==> run_1/gate_families.png <==
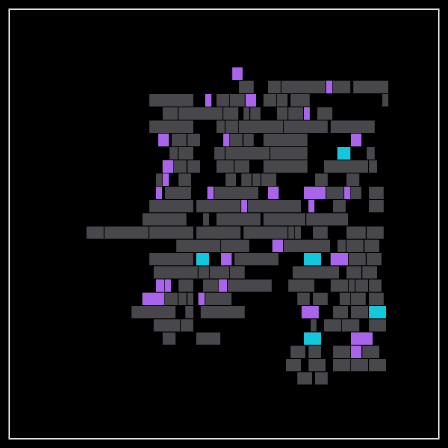
==> run_1/final_clocks.png <==
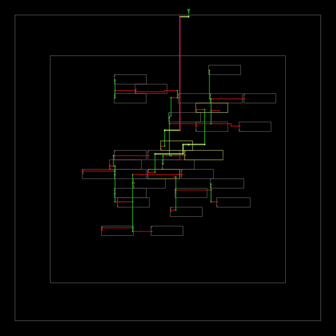
==> run_1/pins.png <==
Scale bar: 20 um. Pins as bars across the die edge, other pins in gray.
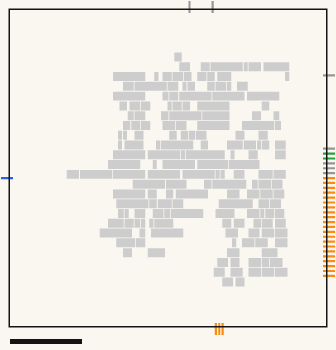
Design rtds_ctrl, sky130hd; sources not shown.
==> summary.txt, run 1 <==
run results: status finished with violations, failing checks setup timing, Switch Pwr 0.371 mW, area grow syn2layout 57.0%, # DRC 0, Initial Util 28.2%, skew final 0.00199 ns, Total Wirelength 3150 um, fmax 732 MHz, H-tree depth 1, fin nets 199, final hold violation count 0, initial antenna violation count 0, clock tree from TritonCTS yes, 1st-iter DRT viols 52, PD cells 1040 nW/um2, yosys stat area 1240 um2, cts hold-fix bufs 0, Top cell excl fill/tap dfrtp_1, gpl congestion 0.801, drt via density 4.91, clock network power share 47.3%, layout filler cell count 418, Max Cap Viol 0, CP arrival 1.56 ns, design area 1950 um2, synthesized area 1240 um2, clk buf depth 2, cells after synthesis 113, largest net degree at the start of global routing 27, clk slew on worst S/H paths 0.06 ns, vias in the first global route 1118, Post-DRT Antenna Nets 0, share of power burned in registers 44.1%, clock sink count 26, Post-synth seq share 52.4%, First-pass DRT Iterations 4, Clock Latency Late Sink 0.26 ns, Vias 1081, final worst-path cycle share 114%, ant diodes 0, Top cells excl fill/tap dfrtp_1, buf_4, clkdlybuf4s50_1, Avg WL per Cell 14.3 um, Comb pwr share 8.6%, Internal 1.66 mW, clk root buf clkbuf_16, CP max FO 6, synth warn 6, share of cells above drive strength 1 30.4%, top-level I/O count 34, Yosys cell types 34, Core Region 4410 um2, Startpoint Class flip-flop, RSZ-0062 raised after global routing yes, R2R cell count 5, Pleak 0.852 nW, min cycle time layout 1.37 ns, # Cells Yosys 113, CP Capture Type flip-flop, Yosys reg bits 26, CP Class flip-flop to flip-flop, Req. time, crit path 1.39 ns, Die ar. 7720 um2, first-pass GRT wire length 5090 um, row cnt 24, tool warnings 29, Largest register FFs 12, pins over their slew limit 0, switching share of power 18.3%, Worst R2R Setup Slack -0.17 ns, post-DP HPWL 2320 um, post-place setup slack -0.350 ns, Hold WS 0.209 ns, All-Layer GR Usage 7.94%, Floorplan Nets 143, final setup vio count 15, worst hold-check path type input port to async pin, total grt overflow 0, syn_area_per_cell 11.0 um2, worst setup margin -0.165 ns, Area after DPL 1760 um2, Max rail drop VDD 0.502 mV
-- gate_families.png (at the start) --
- purple: NOR gates (cells 28)
- cyan: AND-OR and OR-AND gates (cells 5)
combinational share of cell area: 33.6%
Layout Cells excl Fill: 220

-- final_clocks.png (at the start) --
CTS buffer count: 3
clk_buf instances: 3
flip-flops: 26

-- pins.png (at the start) --
- green: state (pins 2; direction output; edge right)
- blue: start_button (pins 1; direction input; edge left)
- orange: bse (pins 24; direction input; edge 21 right, 3 bottom)
- all pins by edge: 28 right, 3 bottom, 2 top, 1 left
die height: 87.9 um
PortBufs: 32
Die Wd: 87.9 um

## run 1: cell families (layout without fill, tap and decap cells)
| family | count (synthesis) | after routing | synth area share (%) |
|---|---|---|---|
| mux | 1 | 1 | 1.21 |
| xor+xnor | 13 | 13 | 9.15 |
| other cells | 1 | 1 | 0.302 |
| buf+inv | 5 | 59 | 2.41 |
| compound gates | 11 | 11 | 7.04 |
| fa+ha+maj | 2 | 2 | 2.01 |
| flops | 26 | 26 | 52.4 |
| simple gates | 54 | 55 | 25.5 |
## run 1: metal layers
metal	GRT usage [%]	wire, um	vias to the layer above
met5	0	0	-
met4	2.61	32	0
met3	2.23	284	2
met2	13.4	1420	36
met1	9.50	1410	530
li1	-	-	513
## run 1: power groups by stage
stage	combinational (mW)	clock, mW	sequential [mW]
after floorplan	0.0348	0	0.911
after global placement	0.166	0	0.911
after detailed placement	0.172	0	0.912
after CTS	0.165	0.975	0.896
after global routing	0.192	1.01	0.897
final	0.174	0.960	0.896
## run 1: cell type report
type                    instances  area [um2]  share of cell area, %
repair buffers                 52         463                   23.7
inverters                       3        11.3                  0.577
multi-input cells              83         656                   33.6
flip-flops and latches         26         653                   33.4
clock buffers                   3        75.1                   3.84
well taps                      52        65.1                   3.33
clock inverters                 1        30.0                   1.54
## run 1: per-stage QoR
stage,std cells,setup TNS [ns],utilization (%),total power [mW]
3_5_place_dp,211,-2.64,39.8,1.08
5_1_grt,220,-3.24,44.2,2.09
2_1_floorplan,113,-0.973,-,0.946
3_3_place_gp,211,-1.86,39.8,1.08
6_report,220,-1.94,44.2,2.03
4_1_cts,217,-1.68,42.7,2.04
## run 1: worst max-delay path: stages, from the launching register on
cell and delay, ns:
dfrtp_1 0.39, ha_2 0.20, and4b_1 0.21, nand4_4 0.15
nand4b_4 0.20, nor2_2 0.15
## run 1: cell usage after synthesis
cell | count | area share (%)
and4_4 | 1 | 0.91
a21o_1 | 1 | 0.60
nor3b_1 | 2 | 1.2
nand2_1 | 5 | 1.5
nor4_1 | 2 | 1.0
nand3_1 | 5 | 2.0
and4_1 | 1 | 0.70
o21a_1 | 1 | 0.60
nor2_1 | 17 | 5.1
and3_1 | 3 | 1.5
and2_1 | 1 | 0.50
nand2_2 | 1 | 0.50
inv_1 | 3 | 0.91
and4b_1 | 1 | 0.80
xnor2_1 | 5 | 3.5
nor2b_1 | 3 | 1.5
a311o_1 | 3 | 2.4
conb_1 | 1 | 0.30
nand4_4 | 1 | 1.7
o2111ai_1 | 2 | 1.4
nand2b_1 | 1 | 0.50
buf_6 | 1 | 0.91
buf_4 | 1 | 0.60
mux2_4 | 1 | 1.2
dfrtp_1 | 25 | 50
o31ai_1 | 2 | 1.2
nand4b_2 | 1 | 1.2
xor2_1 | 8 | 5.6
dfstp_2 | 1 | 2.1
and4b_4 | 1 | 1.1
a21oi_1 | 2 | 0.80
nor3_1 | 4 | 1.6
ha_1 | 2 | 2.0
nand4_1 | 4 | 2.0
## run 1: repair_timing
action,in CTS,in global routing
cloned,1,0
setup endpoints to repair,21,19
pin swaps,11,10
buffers inserted,1,3
gates resized,28,11
endpoints found under the hold margin,0,0
## Run 2: what changed since run 1
DONT_BUFFER_PORTS = 1   (was unset)
==> summary.txt, run 2 <==
run results: Yosys cell types 34, H-tree depth 1, final worst-path cycle share 111%, Startpoint Class flip-flop, placed insts 179, CP Class flip-flop to flip-flop, Largest register FFs 12, clock sink count 26, Post-synth EDFFs 0, Hold Path Stages 1, Max Cap Viol 0, vias in the first global route 1093, final setup vio count 17, largest net degree at the start of global routing 27, Worst R2R Setup Slack -0.13 ns, Clock Latency Late Sink 0.26 ns, Synth area leader dfrtp_1, Top cell excl fill/tap dfrtp_1, Total Wirelength 2990 um, tool warnings 29, R2R cell count 5, gpl congestion 0.782, Main synth FF type dfrtp_1, Pleak 0.727 nW, clk buf depth 2, failing checks setup timing, Floorplan Nets 143, post-DP HPWL 2160 um, layout filler cell count 413, Core Region 4410 um2, min cycle time layout 1.33 ns, CP arrival 1.48 ns, synthesized area 1240 um2, logic area 637 um2, total grt overflow 0, CTS buffer count 3, storage element area 653 um2, Async SR Flop Fraction 100%, top-area cell type share of the netlist area 50.3%, Req. time, crit path 1.35 ns, # Cells Yosys 113, First-pass DRT Iterations 4, die height 87.9 um, share of cells above drive strength 1 31.9%, Layout Cells excl Fill 193, PD cells 1160 nW/um2, Vias 965, synth warn 6, Yosys reg bits 26, Die Wd 87.9 um, final hold violation count 0, clk root buf clkbuf_16, first-pass GRT wire length 4890 um, clock tree from TritonCTS yes, Top cells excl fill/tap dfrtp_1, buf_4, nor2_1, Post-DRT Antenna Nets 0, Die ar. 7720 um2, skew final 0.00359 ns, yosys stat area 1240 um2, row cnt 24, Initial Util 28.2%, CP Capture Type flip-flop, drt via density 5.00, ant diodes 0, Post-synth seq share 52.4%, leading cell types by count after synthesis dfrtp_1, nor2_1, xor2_1, All-Layer GR Usage 7.68%, top-level I/O count 34, worst setup margin -0.130 ns, CP max FO 4, RSZ-0062 raised after global routing yes, 1st-iter DRT viols 88, Max rail drop VDD 0.548 mV, Avg WL per Cell 15.5 um, Pwr Total 1.95 mW, initial antenna violation count 0, worst hold-check path type input port to flip-flop, PortBufs 0, clk slew on worst S/H paths 0.07 ns, top post-synthesis cells by area dfrtp_1, xor2_1, nor2_1, status finished with violations, cells after synthesis 113, pins over their slew limit 0, fin nets 172, area grow syn2layout 35.3%, syn_area_per_cell 11.0 um2, most numerous cell in the Yosys netlist dfrtp_1, # DRC 0, fmax 752 MHz
run 2: cell count changes in the layout (fill, tap and decap cells not counted), sizes merged:
cell / previous run / this run
clkdlybuf4s50: 17 / 0
dlygate4sd2: 12 / 0
dlygate4sd3: 0 / 3
clkdlybuf4s15: 1 / 0
run 2: per-stage QoR:
stage                     cell area, um2  hold slack [ns]  TNS [ns]  utilization [%]  worst slack, ns
after global routing                1680           0.0186     -3.14             38.1           -0.216
after floorplan                     1260           -0.176    -0.973                -          -0.0906
after CTS                           1620           0.0158     -1.84             36.7           -0.128
after detailed placement            1420           -0.175     -1.62             32.3           -0.145
final                               1680           0.0220     -1.85             38.1           -0.130
after global placement              1420           -0.175    -0.862             32.3          -0.0835
run 2: where the power goes:
part           switching, mW  leakage [nW]  internal (mW)
clock                  0.299        0.0511          0.663
combinational         0.0428         0.329         0.0478
sequential           0.00836         0.347          0.888
total                  0.350         0.727           1.60
run 2: area by class of cell:
type	instances	area share, %
Timing Repair Buffer	25	12.6
Multi-Input combinational cell	83	37.8
Sequential cell	26	38.8
Clock buffer	3	4.46
Tap cell	52	3.87
Inverter	3	0.669
Clock inverter	1	1.78
run 2: kinds of logic (layout without fill, tap and decap cells):
family                   after synthesis  count (layout)  share of synthesized area [%]
AND-OR/OR-AND                         11              11                           7.04
multiplexers                           1               1                           1.21
flip-flops                            26              26                           52.4
XOR/XNOR                              13              13                           9.15
buffers and inverters                  5              32                           2.41
adder cells (fa/ha/maj)                2               2                           2.01
AND/OR/NAND/NOR                       54              55                           25.5
other                                  1               1                          0.302
run 2: layer usage:
layer  track usage (%)  routed length (um)
met1              7.98                1140
met5                 0                   0
met4              2.61                  23
met2              14.1                1470
met3              2.51                 351
run 2: worst max-delay path, stage by stage, from the launching register on:
cell and delay (ns):
dfrtp_1 0.37, ha_2 0.19, and4b_1 0.24, nand4_4 0.16
a21oi_1 0.18, nor3b_1 0.06
run 2: repair_timing:
action	4_1_cts	5_1_grt
resized	2	9
endpoints found under the hold margin	28	0
setup endpoints to repair	17	24
hold buffers	4	0
setup buffers	2	3
cloned	1	0
pin swaps	4	5
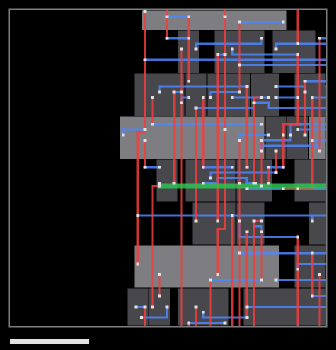
(run_2/zoom.png)
Scale bar: 5 um. Window x 34 to 54, y 52 to 72 um. Cells in gray, sequential cells in the stronger gray; small squares are vias.
- green: met3
- blue: met1
- red: met2
- cells with their middle in the window: 22
- most frequent: nor2_1 (5), xor2_1 (4), buf_4 (4)
- sequential cells in the window: 2

Power figures rest on the tool's default switching activity, not on a simulated workload.
